## config.mk

```make
export PLATFORM = sky130hd
export DESIGN_NAME = game_mode_ctrl
export DESIGN_NICKNAME = d
export VERILOG_FILES = /design/src/rtl/game_mode_ctrl.sv
export SDC_FILE = /design/constraint.sdc
export NUM_CORES = 1
export LEC_CHECK = 0
export ABC_CLOCK_PERIOD_IN_PS = 2200
export CORE_MARGIN = 2
export CORE_UTILIZATION = 54
export CTS_CLUSTER_DIAMETER = 200
export CTS_CLUSTER_SIZE = 16
export DETAILED_ROUTE_END_ITERATION = 8
export PLACE_DENSITY = 0.79
export SLEW_MARGIN = 15
export SYNTH_ARGS = -nofsm -noshare
export SYNTH_HDL_FRONTEND = slang
export SYNTH_SLANG_ARGS = --single-unit
```

## constraint.sdc

```tcl
create_clock -name clk -period 2.2 [get_ports clk]
set_input_delay 0.66 -clock clk [delete_from_list [all_inputs] [get_ports clk]]
set_output_delay 0.66 -clock clk [all_outputs]
set_load 0.1 [all_outputs]
```

## src/rtl/game_mode_ctrl.sv

```systemverilog
// game_mode_ctrl: debounced select/start, one-hot game rotation and round timer; define GAME_CTRL_PAUSE_EN to add pause
module game_mode_ctrl #(
  parameter int DEBOUNCE_CYCLES = 50000,
  parameter int TICK_CYCLES = 50000000,
  parameter int ROUND_SECONDS = 60
) (
  input  logic       clk,
  input  logic       reset_n,
  input  logic       btn_select_n,
  input  logic       btn_start_n,
  input  logic       game_over_in,
  output logic [3:0] game,
  output logic       game_charge,
  output logic       game_active,
  output logic [6:0] time_left,
  output logic [1:0] state,
  output logic       paused
);
  localparam int DW = $clog2(DEBOUNCE_CYCLES);
  localparam int TW = $clog2(TICK_CYCLES);
  localparam logic [DW-1:0] DB_MAX = DW'(DEBOUNCE_CYCLES - 1);
  localparam logic [TW-1:0] TICK_MAX = TW'(TICK_CYCLES - 1);
  localparam logic [6:0] ROUND = 7'(ROUND_SECONDS);
  typedef enum logic [1:0] {IDLE = 2'b00, SEL = 2'b01, RUN = 2'b10, OVER = 2'b11} state_t;
  state_t st_q, st_d;
  logic [1:0] s1_q, s1_d, s2_q, s2_d, deb_q, deb_d, press_q, press_d;
  logic [DW-1:0] cnt_q [2];
  logic [DW-1:0] cnt_d [2];
  logic [3:0] game_q, game_d;
  logic charge_q, charge_d;
  logic [6:0] time_q, time_d;
  logic [TW-1:0] tick_q, tick_d;
  logic sel_p, start_p, game_ok, tick_wrap, run_en;
  assign sel_p = press_q[0];
  assign start_p = press_q[1];
  assign game_ok = game_q inside {4'b0000, 4'b0001, 4'b0010, 4'b0100, 4'b1000};
  assign tick_wrap = tick_q == TICK_MAX;
  // synchronize both buttons and accept a level only after it has been stable long enough
  always_comb begin
    s1_d = {btn_start_n, btn_select_n};
    s2_d = s1_q;
    deb_d = deb_q;
    press_d = 2'b00;
    for (int i = 0; i < 2; i++) begin
      cnt_d[i] = (s2_q[i] != deb_q[i]) ? cnt_q[i] + 1'b1 : '0;
      if (s2_q[i] != deb_q[i] && cnt_q[i] == DB_MAX) begin
        cnt_d[i] = '0;
        deb_d[i] = s2_q[i];
        press_d[i] = !s2_q[i];
      end
    end
  end
`ifdef GAME_CTRL_PAUSE_EN
  logic pause_q, pause_d;
  // start toggles pause while the round keeps running; leaving RUN always clears it
  always_comb pause_d = (st_q == RUN && st_d == RUN) ? pause_q ^ start_p : 1'b0;
  // pause flag register
  always_ff @(posedge clk or negedge reset_n) begin
    if (!reset_n) pause_q <= 1'b0;
    else pause_q <= pause_d;
  end
  assign run_en = !pause_q;
  assign paused = pause_q;
`else
  assign run_en = 1'b1;
  assign paused = 1'b0;
`endif
  // console sequencing: selection, round start, countdown and game over
  always_comb begin
    st_d = st_q;
    game_d = game_q;
    time_d = time_q;
    tick_d = tick_q;
    case (st_q)
      IDLE: begin
        st_d = sel_p ? SEL : IDLE;
        game_d = sel_p ? 4'b0001 : game_q;
      end
      SEL: begin
        st_d = start_p ? RUN : SEL;
        game_d = (sel_p && !start_p) ? {game_q[2:0], game_q[3]} : game_q;
        time_d = start_p ? ROUND : time_q;
        tick_d = start_p ? '0 : tick_q;
      end
      RUN: begin
        st_d = game_over_in ? OVER : RUN;
        if (!game_over_in && run_en) begin
          tick_d = tick_wrap ? '0 : tick_q + 1'b1;
          time_d = tick_wrap ? time_q - 1'b1 : time_q;
          st_d = (tick_wrap && time_q == 7'd1) ? OVER : RUN;
        end
      end
      OVER: st_d = (sel_p || start_p) ? SEL : OVER;
    endcase
    if (!game_ok) begin
      st_d = IDLE;
      game_d = '0;
      time_d = '0;
      tick_d = '0;
    end
    charge_d = game_ok && game_d != game_q;
  end
  // debounce, state and timer registers
  always_ff @(posedge clk or negedge reset_n) begin
    if (!reset_n) begin
      s1_q <= 2'b11;
      s2_q <= 2'b11;
      deb_q <= 2'b11;
      press_q <= 2'b00;
      cnt_q <= '{default: '0};
      st_q <= IDLE;
      game_q <= '0;
      charge_q <= 1'b0;
      time_q <= '0;
      tick_q <= '0;
    end else begin
      s1_q <= s1_d;
      s2_q <= s2_d;
      deb_q <= deb_d;
      press_q <= press_d;
      cnt_q <= cnt_d;
      st_q <= st_d;
      game_q <= game_d;
      charge_q <= charge_d;
      time_q <= time_d;
      tick_q <= tick_d;
    end
  end
  assign game = game_q;
  assign game_charge = charge_q;
  assign time_left = time_q;
  assign state = st_q;
  assign game_active = st_q == RUN && !paused;
endmodule

```

Fig. 1: met1 routing
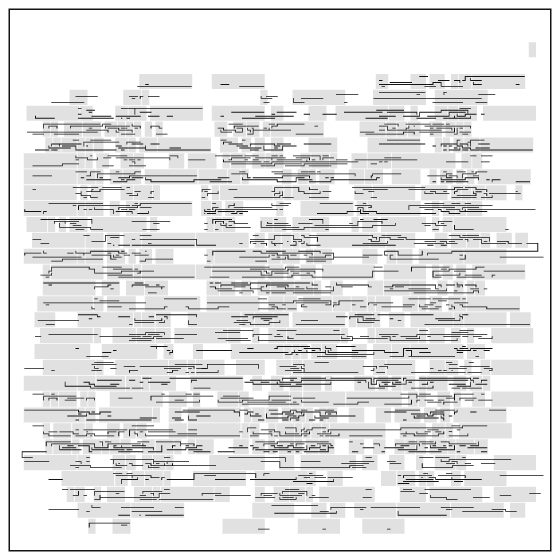
wire length on this layer: 3850 um
main direction: horizontal
share of all routed wire: 43%
nets with wire on the layer: 456
longest straight run: 18.4 um
GR Layer Usage met1: 0.270
total wire length: 9050 um
via count of the routed design: 3531

Fig. 2: M2 wires
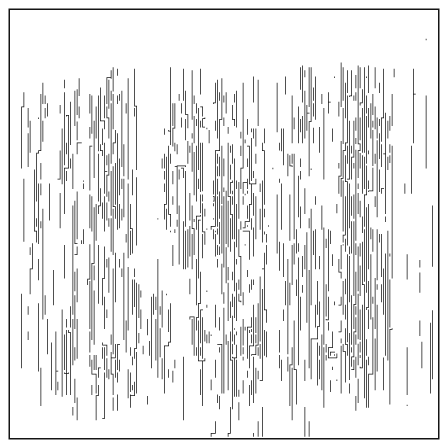
main direction: vertical
share of all routed wire: 51%
wire length on this layer: 4580 um
longest straight run: 28.6 um
met2 Usage GRT: 0.385

Fig. 3: the metal 4 layer
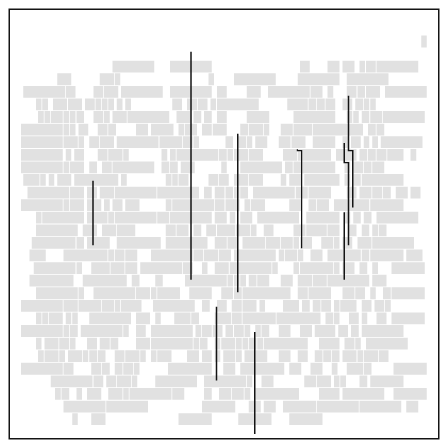
share of all routed wire: 2.4%
main direction: vertical
wire length on this layer: 218 um
nets with wire on the layer: 9

==> results.py <==
# Physical implementation metrics
metrics = {
    "pwr": {
        "vdd_drop_max_uv": 436,
    },
    "yosys": {
        "yosysTopAreaCell": "dfrtp_1",
        "async_flop_share": 1.00,
        "yosys.stat.seqShare": 0.475,
        "synth-main-ff-cell": "dfrtp_1",
        "syn_area_per_cell_um2": 9.35,
    },
    "worst_setup_path": {
        "critPathMaxStageDelay_ns": 0.61,
        "r2r-end": "tick_q[20]$_DFFE_PN0P_",
        "critPathLaunchType": "flip-flop",
        "reg2reg_depth": 7,
        "crit_type": "reg2reg",
    },
    "final_layout": {
        "comb_area_um2": 2100,
        "nets": 509,
        "antenna_cells": 0,
    },
    "floorplan": {
        "num_rows": 32,
        "chipWidth_um": 92.5,
        "dieArea_um2": 8550,
    },
    "run_status": {
        "status": "finished, final reports clean",
    },
    "route": {
        "met1_length_um": 3850,
        "postRouteAntennaNets": 0,
        "drc": 0,
        "first_pass_iters": 5,
        "dr.first_iter.drc_count": 297,
        "drt-vias-per-instance": 5.83,
    },
    "final_timing": {
        "period_needed_ns": 2.10,
        "final.period_utilization": 0.953,
        "fin_hold_ws_ns": 0.344,
        "slew_headroom": 0.562,
    },
    "clock_tree": {
        "tritoncts": "built",
        "clkLatencyLatePin_ns": 0.35,
        "clock-root-buffer": "clkbuf_8",
        "htreeDepth": 3,
    },
    "global_route": {
        "grt_max_degree": 54,
        "grt_pass1_vias": 3458,
    },
    "placement": {
        "dpl.cell_count": 589,
        "place_congestion": 0.859,
    },
}
Fig. 4: cell area per tile
Scale bar: 20 um. The die is cut into 9 by 9 equal tiles; dark blue is low, red is high, 0 to 100% covered.
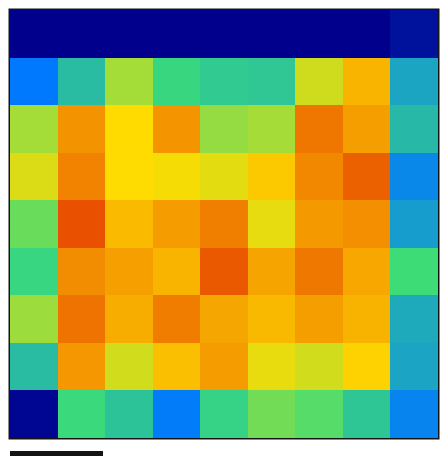
tiles over 75% full: 42%
mean over tiles: 59%
nearly empty tiles: 11%
fullest tile: 91%
fp_density: 0.553
core area: 7650 um2
final core occ: 0.670

Fig. 5: routing congestion
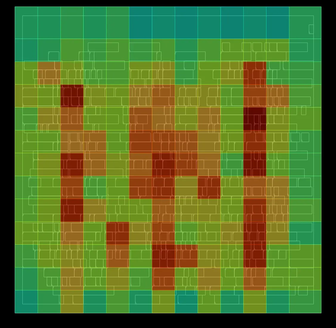
busiest layer in global routing: met2
DR WL/cell: 14.9 um
met3 usage in global routing: 0.0488

==> power by group through the flow <==
stage	logic, mW	clock network (mW)	registers, mW
finish	0.104	1.10	1.50
global route	0.117	1.19	1.50
CTS	0.106	1.12	1.50
detailed placement	0.105	0	1.53
global placement	0.102	0	1.53
floorplan	0.0356	0	1.54
==> registers in the layout, indices dropped and copies added, names as in the netlist, 4 cells and up <==
name	cells
tick_q	26
time_left	7
cnt_q	32
game	4
==> cell usage after synthesis, drive strengths merged (4+ instances only) <==
| master | n |
|---|---|
| a211oi | 6 |
| a21oi | 12 |
| a22o | 7 |
| a31oi | 17 |
| and3 | 14 |
| and4 | 4 |
| buf | 4 |
| clkbuf | 14 |
| dfrtp | 74 |
| dfstp | 6 |
| ha | 5 |
| inv | 13 |
| mux2i | 4 |
| nand2 | 38 |
| nand2b | 5 |
| nand3 | 28 |
| nand4 | 21 |
| nor2 | 68 |
| nor3 | 12 |
| nor4 | 10 |
| o21ai | 11 |
| or2b | 4 |
| xnor2 | 18 |
| xor2 | 18 |
==> worst max-delay path, delay by kind of cell, from the launching register on <==
family                 cells  cell delay [ns]
AND/OR/NAND/NOR            2             0.86
flip-flops                 1             0.38
buffers and inverters      2             0.35
AND-OR/OR-AND              3             0.40
==> layout make-up <==
cell class / instances / area share
clock buffers: 10 / 0.0268
clock inverters: 6 / 0.0129
inverters: 13 / 0.0102
multi-input cells: 341 / 0.409
flip-flops and latches: 80 / 0.394
well taps: 102 / 0.0249
repair buffers: 54 / 0.122
==> worst min-delay path by stage <==
stage                                 start  slack (ns)                       end  depth (start not counted)
after detailed placement  s1_q[0]$_DFF_PN1_        0.35         s2_q[0]$_DFF_PN1_                          0
after global placement    s1_q[0]$_DFF_PN1_        0.35         s2_q[0]$_DFF_PN1_                          0
after CTS                           reset_n        0.36  time_left[2]$_DFFE_PN0P_                          1
after global routing      s1_q[0]$_DFF_PN1_        0.37         s2_q[0]$_DFF_PN1_                          0
final                               reset_n        0.34  time_left[2]$_DFFE_PN0P_                          1
after floorplan           s1_q[0]$_DFF_PN1_        0.35         s2_q[0]$_DFF_PN1_                          0
==> what timing repair did <==
action | CTS | global route
gates cloned | 0 | 0
pin swaps | 2 | 1
buffers inserted | 1 | 0
resized | 0 | 1
setup endpoints to repair | 3 | 6
==> metal layers <==
layer  vias to the layer above  GRT usage
met1                      1684      0.270
met5                         -          0
met4                         0     0.0970
met2                       113      0.385
li1                       1714          -
met3                        20     0.0488
==> metrics by stage <==
step	setup TNS, ns	instance area [um2]	total power, mW	setup WS [ns]	util
2_1_floorplan	-0.0139	4250	1.58	-0.00696	-
3_3_place_gp	-3.89	4910	1.63	-0.212	0.642
3_5_place_dp	-4.81	4910	1.64	-0.249	0.642
4_1_cts	0	5120	2.73	0.0348	0.670
5_1_grt	0	5130	2.81	0.0285	0.670
6_report	0	5130	2.70	0.104	0.670
==> logic make-up after synthesis <==
kind of cell,count (synthesis)
fa+ha+maj,5
mux,7
compound gates,73
buf+inv,31
flops,80
other cells,1
simple gates,219
xor+xnor,36
Power figures rest on the tool's default switching activity, not on a simulated workload.
